**Pin placement**

Drawn at 3 px/um. Pins as bars across the die edge, other pins in grey.
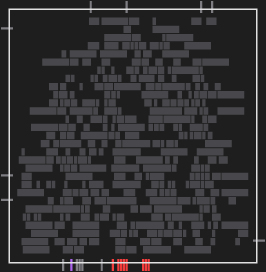
**Routed clock nets over the placement**

Drawn at 6 px/um.
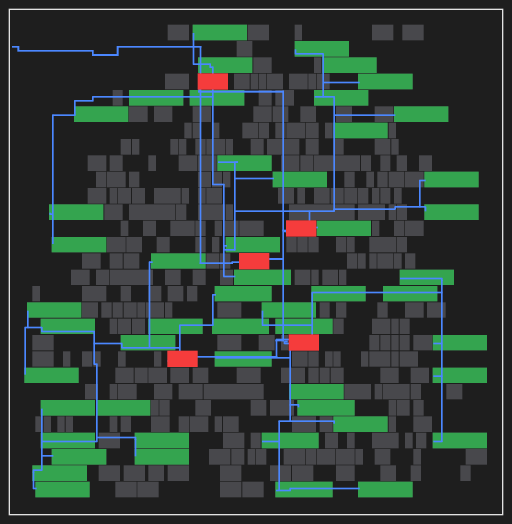
**Cell classes on the final placement**

Drawn at 4 px/um. Fill, decap, tap and diode cells in grey.
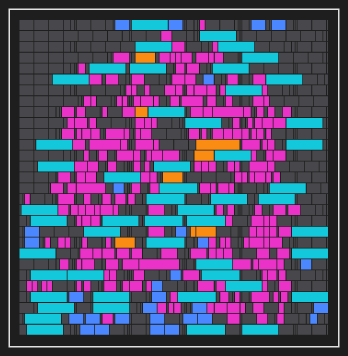
`src/rtl/deadtime_gen_if.sv`:
```
// Gate-drive bundle between the svm command side (master) and deadtime_gen (slave).
// Carries phase commands, period strobe, dead-time request, trip request and gate outputs.
interface deadtime_gen_if #(
  parameter int unsigned DT_WIDTH = 8
) ();
  logic                pwmA;
  logic                pwmB;
  logic                pwmC;
  logic                halt;
  logic [DT_WIDTH-1:0] deadTime;
  logic                fault;
  logic                gateAH;
  logic                gateAL;
  logic                gateBH;
  logic                gateBL;
  logic                gateCH;
  logic                gateCL;
  logic                tripped;

  modport master (
    output pwmA, pwmB, pwmC, halt, deadTime, fault,
    input  gateAH, gateAL, gateBH, gateBL, gateCH, gateCL, tripped
  );

  modport slave (
    input  pwmA, pwmB, pwmC, halt, deadTime, fault,
    output gateAH, gateAL, gateBH, gateBL, gateCH, gateCL, tripped
  );
endinterface

```
`src/rtl/deadtime_gen.sv`:
```
// Three-phase complementary gate driver with programmable dead time, glitch rejection
// and a fault trip that holds all gates off until the next period boundary.
module deadtime_gen #(
  parameter int unsigned DT_WIDTH = 8
) (
  input logic           clk,
  input logic           rstb,
  deadtime_gen_if.slave bus
);
  typedef enum logic [2:0] {StOff, StLo, StDtUp, StHi, StDtDn} state_e;

  localparam logic [DT_WIDTH-1:0] CntOne = DT_WIDTH'(1);

  logic [2:0]                pwmR;
  logic [DT_WIDTH-1:0]       dtReg;
  logic                      tripped;
  state_e [2:0]              stateQ;
  state_e [2:0]              stateD;
  logic [2:0][DT_WIDTH-1:0]  cntQ;
  logic [2:0][DT_WIDTH-1:0]  cntD;
  logic [2:0]                gateH;
  logic [2:0]                gateL;

  always_ff @(posedge clk or negedge rstb) begin
    if (!rstb) begin
      pwmR    <= '0;
      dtReg   <= '1;
      tripped <= 1'b0;
    end else begin
      pwmR <= {bus.pwmC, bus.pwmB, bus.pwmA};
      // Zero request clamps to one so a both-off cycle always separates the gates.
      if (bus.halt) begin
        dtReg <= (bus.deadTime == '0) ? CntOne : bus.deadTime;
      end
      if (bus.fault) begin
        tripped <= 1'b1;
      end else if (bus.halt) begin
        tripped <= 1'b0;
      end
    end
  end

  always_comb begin
    stateD = stateQ;
    cntD   = cntQ;
    for (int p = 0; p < 3; p++) begin
      if (bus.fault) begin
        stateD[p] = StOff;
      end else begin
        unique case (stateQ[p])
          // Leaving OFF uses the pre-load dtReg; trip release happens on this same edge.
          StOff: begin
            if (bus.halt) begin
              stateD[p] = pwmR[p] ? StDtUp : StDtDn;
              cntD[p]   = dtReg;
            end
          end
          StLo: begin
            if (pwmR[p]) begin
              stateD[p] = StDtUp;
              cntD[p]   = dtReg;
            end
          end
          StDtUp: begin
            if (!pwmR[p]) begin
              stateD[p] = StLo;
            end else if (cntQ[p] <= CntOne) begin
              stateD[p] = StHi;
            end else begin
              cntD[p] = cntQ[p] - CntOne;
            end
          end
          StHi: begin
            if (!pwmR[p]) begin
              stateD[p] = StDtDn;
              cntD[p]   = dtReg;
            end
          end
          StDtDn: begin
            if (pwmR[p]) begin
              stateD[p] = StHi;
            end else if (cntQ[p] <= CntOne) begin
              stateD[p] = StLo;
            end else begin
              cntD[p] = cntQ[p] - CntOne;
            end
          end
          default: stateD[p] = StOff;
        endcase
      end
    end
  end

  // Gates are decoded from the next state so they switch on the same edge as the FSM.
  always_ff @(posedge clk or negedge rstb) begin
    if (!rstb) begin
      for (int p = 0; p < 3; p++) begin
        stateQ[p] <= StOff;
        cntQ[p]   <= '0;
      end
      gateH <= '0;
      gateL <= '0;
    end else begin
      for (int p = 0; p < 3; p++) begin
        stateQ[p] <= stateD[p];
        cntQ[p]   <= cntD[p];
        gateH[p]  <= (stateD[p] == StHi);
        gateL[p]  <= (stateD[p] == StLo);
      end
    end
  end

  assign bus.gateAH  = gateH[0];
  assign bus.gateAL  = gateL[0];
  assign bus.gateBH  = gateH[1];
  assign bus.gateBL  = gateL[1];
  assign bus.gateCH  = gateH[2];
  assign bus.gateCL  = gateL[2];
  assign bus.tripped = tripped;
endmodule

```
`src/flat_wrapper.sv`:
```
// flat-port wrapper written by rule: the top's interface ports become plain ports
module deadtime_gen_flat 
#(
  parameter int unsigned DT_WIDTH = 8
)
  (clk, rstb, bus_pwmA, bus_pwmB, bus_pwmC, bus_halt, bus_deadTime, bus_fault, bus_gateAH, bus_gateAL, bus_gateBH, bus_gateBL, bus_gateCH, bus_gateCL, bus_tripped);
  deadtime_gen_if #(.DT_WIDTH(DT_WIDTH)) bus_i ();
  input logic clk;
  input logic rstb;
  input wire logic [$bits(bus_i.pwmA)-1:0] bus_pwmA;
  input wire logic [$bits(bus_i.pwmB)-1:0] bus_pwmB;
  input wire logic [$bits(bus_i.pwmC)-1:0] bus_pwmC;
  input wire logic [$bits(bus_i.halt)-1:0] bus_halt;
  input wire logic [$bits(bus_i.deadTime)-1:0] bus_deadTime;
  input wire logic [$bits(bus_i.fault)-1:0] bus_fault;
  output wire logic [$bits(bus_i.gateAH)-1:0] bus_gateAH;
  output wire logic [$bits(bus_i.gateAL)-1:0] bus_gateAL;
  output wire logic [$bits(bus_i.gateBH)-1:0] bus_gateBH;
  output wire logic [$bits(bus_i.gateBL)-1:0] bus_gateBL;
  output wire logic [$bits(bus_i.gateCH)-1:0] bus_gateCH;
  output wire logic [$bits(bus_i.gateCL)-1:0] bus_gateCL;
  output wire logic [$bits(bus_i.tripped)-1:0] bus_tripped;
  assign bus_i.pwmA = bus_pwmA;
  assign bus_i.pwmB = bus_pwmB;
  assign bus_i.pwmC = bus_pwmC;
  assign bus_i.halt = bus_halt;
  assign bus_i.deadTime = bus_deadTime;
  assign bus_i.fault = bus_fault;
  assign bus_gateAH = bus_i.gateAH;
  assign bus_gateAL = bus_i.gateAL;
  assign bus_gateBH = bus_i.gateBH;
  assign bus_gateBL = bus_i.gateBL;
  assign bus_gateCH = bus_i.gateCH;
  assign bus_gateCL = bus_i.gateCL;
  assign bus_tripped = bus_i.tripped;
  deadtime_gen #(.DT_WIDTH(DT_WIDTH)) u_core (.clk(clk), .rstb(rstb), .bus(bus_i));
endmodule
```
`config.mk`:
```
export PLATFORM = sky130hd
export DESIGN_NAME = deadtime_gen_flat
export DESIGN_NICKNAME = d
export VERILOG_FILES = /design/src/rtl/deadtime_gen_if.sv /design/src/rtl/deadtime_gen.sv /design/src/flat_wrapper.sv
export SDC_FILE = /design/constraint.sdc
export NUM_CORES = 1
export LEC_CHECK = 0
export CORE_AREA = 2 2 80 82
export CTS_CLUSTER_SIZE = 40
export DETAILED_ROUTE_END_ITERATION = 10
export DIE_AREA = 0 0 82 84
export PLACE_DENSITY = 0.69
export SKIP_CTS_REPAIR_TIMING = 1
export SLEW_MARGIN = 0
export SYNTH_ARGS = -nofsm -noshare
export SYNTH_HDL_FRONTEND = slang
export SYNTH_SLANG_ARGS = --single-unit
```
`constraint.sdc`:
```
create_clock -name clk -period 2.9 [get_ports clk]
set_input_delay 0.29 -clock clk [delete_from_list [all_inputs] [get_ports clk]]
set_output_delay 0.29 -clock clk [all_outputs]
set_load 0.05 [all_outputs]
```
==> impl_metrics.py <==
# Metrics from the implementation run
metrics = {
    "run_status": {
        "status": "complete, no violations",
    },
    "critical_path": {
        "r2r_start": "u_core.cntQ[16]",
        "reg2reg_depth": 7,
        "rrSetupSlack_ns": 0.48,
        "startpoint": "u_core.cntQ[16]",
        "slowest_delay_ns": 0.80,
        "crit_path_top_delay_cell": "a221oi_2",
        "worst-path-stages": 7,
        "worstPathMaxFanout": 16,
        "end_kind": "flop",
        "crit_path_start_kind": "flop",
        "worstSetupEndpoint": "u_core.cntQ[20]",
    },
    "drt": {
        "postRouteAntennaNets": 0,
        "vias_per_cell": 5.65,
        "wl_mm": 6.19,
        "met2WireLength_mm": 2.91,
        "dr.pass1.iters": 4,
        "vias": 2288,
        "drt_iter0_markers": 99,
        "dr.max_layer_used": "met4",
    },
    "final_layout": {
        "largest_register_ffs": 24,
        "flops": 51,
        "final_nets": 348,
        "num_antenna_cells": 0,
        "final-clk-cell-share_pct": 3.34,
        "comb_cells": 222,
        "layout_top_cell": "dfrtp_1",
        "syn2layout_area_growth_pct": 13.3,
        "flop_area_mm2": 0.00129,
        "comb_share_pct": 45.2,
        "final_cell_mix": "dfrtp_1, nor2_1, nand2_1, clkdlybuf4s50_1, o21ai_0",
        "buf_share_pct": 8.03,
    },
    "pwr": {
        "comb-power_uw": 630,
        "power.density_mw_per_mm2": 653,
        "p_sw_share_pct": 35.0,
        "combinationalPowerShare_pct": 28.9,
        "max-vdd-ir-drop_mv": 0.305,
        "p_seq_share_pct": 48.0,
        "power_frac_clock_pct": 23.1,
        "internal_power_mw": 1.42,
    },
    "clock_network": {
        "clock_path_buffers": 2,
        "cts_inserted_buffers": 5,
        "cts_num_sinks": 51,
        "cts_tree": "built",
        "h-tree-depth": 2,
    },
    "die": {
        "die_h_um": 84,
        "die_w_um": 82,
        "io_pins": 22,
        "fp.coreArea_mm2": 0.00610,
    },
    "final_timing": {
        "setup_tns_ns": 0,
        "post-route-min-period_ns": 2.42,
        "worst_slew_pin_slew_ns": 0.929,
        "finalClockSkew_ns": 0.0110,
        "max_freq_mhz": 413,
        "setup_slack_ns": 0.478,
        "maxSlewHeadroom_pct": 38.1,
        "finalCritPeriodShare_pct": 83.5,
        "setup_violations": 0,
    },
    "synth": {
        "ys.flops": 51,
        "synthTopCellsByArea": "dfrtp_1, dfstp_2, nor2_1, o21ai_0, mux2_2",
        "netlist_area_mm2": 0.00295,
        "ys_sh_adder_pct": 2.55,
        "synth_top_cell_by_count": "dfrtp_1",
        "synthTopLogicFamily": "AND-OR/OR-AND gates",
        "ys_types": 67,
        "synthAoiAreaFrac_pct": 22.7,
        "yosys.area_share.simple_pct": 21.1,
        "yosys.area.top_type": "dfrtp_1",
        "async_flop_share_pct": 100,
        "yosys_most_used_dff": "dfrtp_1",
        "synth_cells": 306,
    },
    "grt": {
        "track_usage_pct": 20.3,
        "grt_first_pass_wirelength_mm": 10.9,
        "antenna_found_initial": 0,
        "grt.busiest_layer": "met2",
        "gr-total-overflow": 0,
    },
    "min_path": {
        "worstHoldEndpoint": "u_core.pwmR[0]",
        "hold_path_depth": 1,
        "hp-start": "bus_pwmA",
    },
    "run": {
        "tool_warnings": 29,
    },
    "placement": {
        "portBuffers": 21,
        "place_ws_ns": 0.297,
        "hpwlAfterDp_mm": 4.45,
        "gp_congestion": 0.882,
    },
}
Notes on 'pin placement' above:
colour	port	pins	direction	edge
purple	bus_gateAH	1	output	south
red	bus_deadTime	8	input	south

Notes on 'routed clock nets over the placement' above:
[green] flip-flops | count: 51
[blue] clock wires | length: 659 um
[red] clock drivers | count: 5
flops lie	all over the die

Notes on 'cell classes on the final placement' above:
colour	class	cells	share of their area
orange	clock drivers and dummy loads	8	3.4%
magenta	combinational and other logic	240	49%
blue	remaining buffers and delay cells	29	8.3%
cyan	sequential cells	51	40%

No activity file was given, so power comes from the tool's default toggle rates.
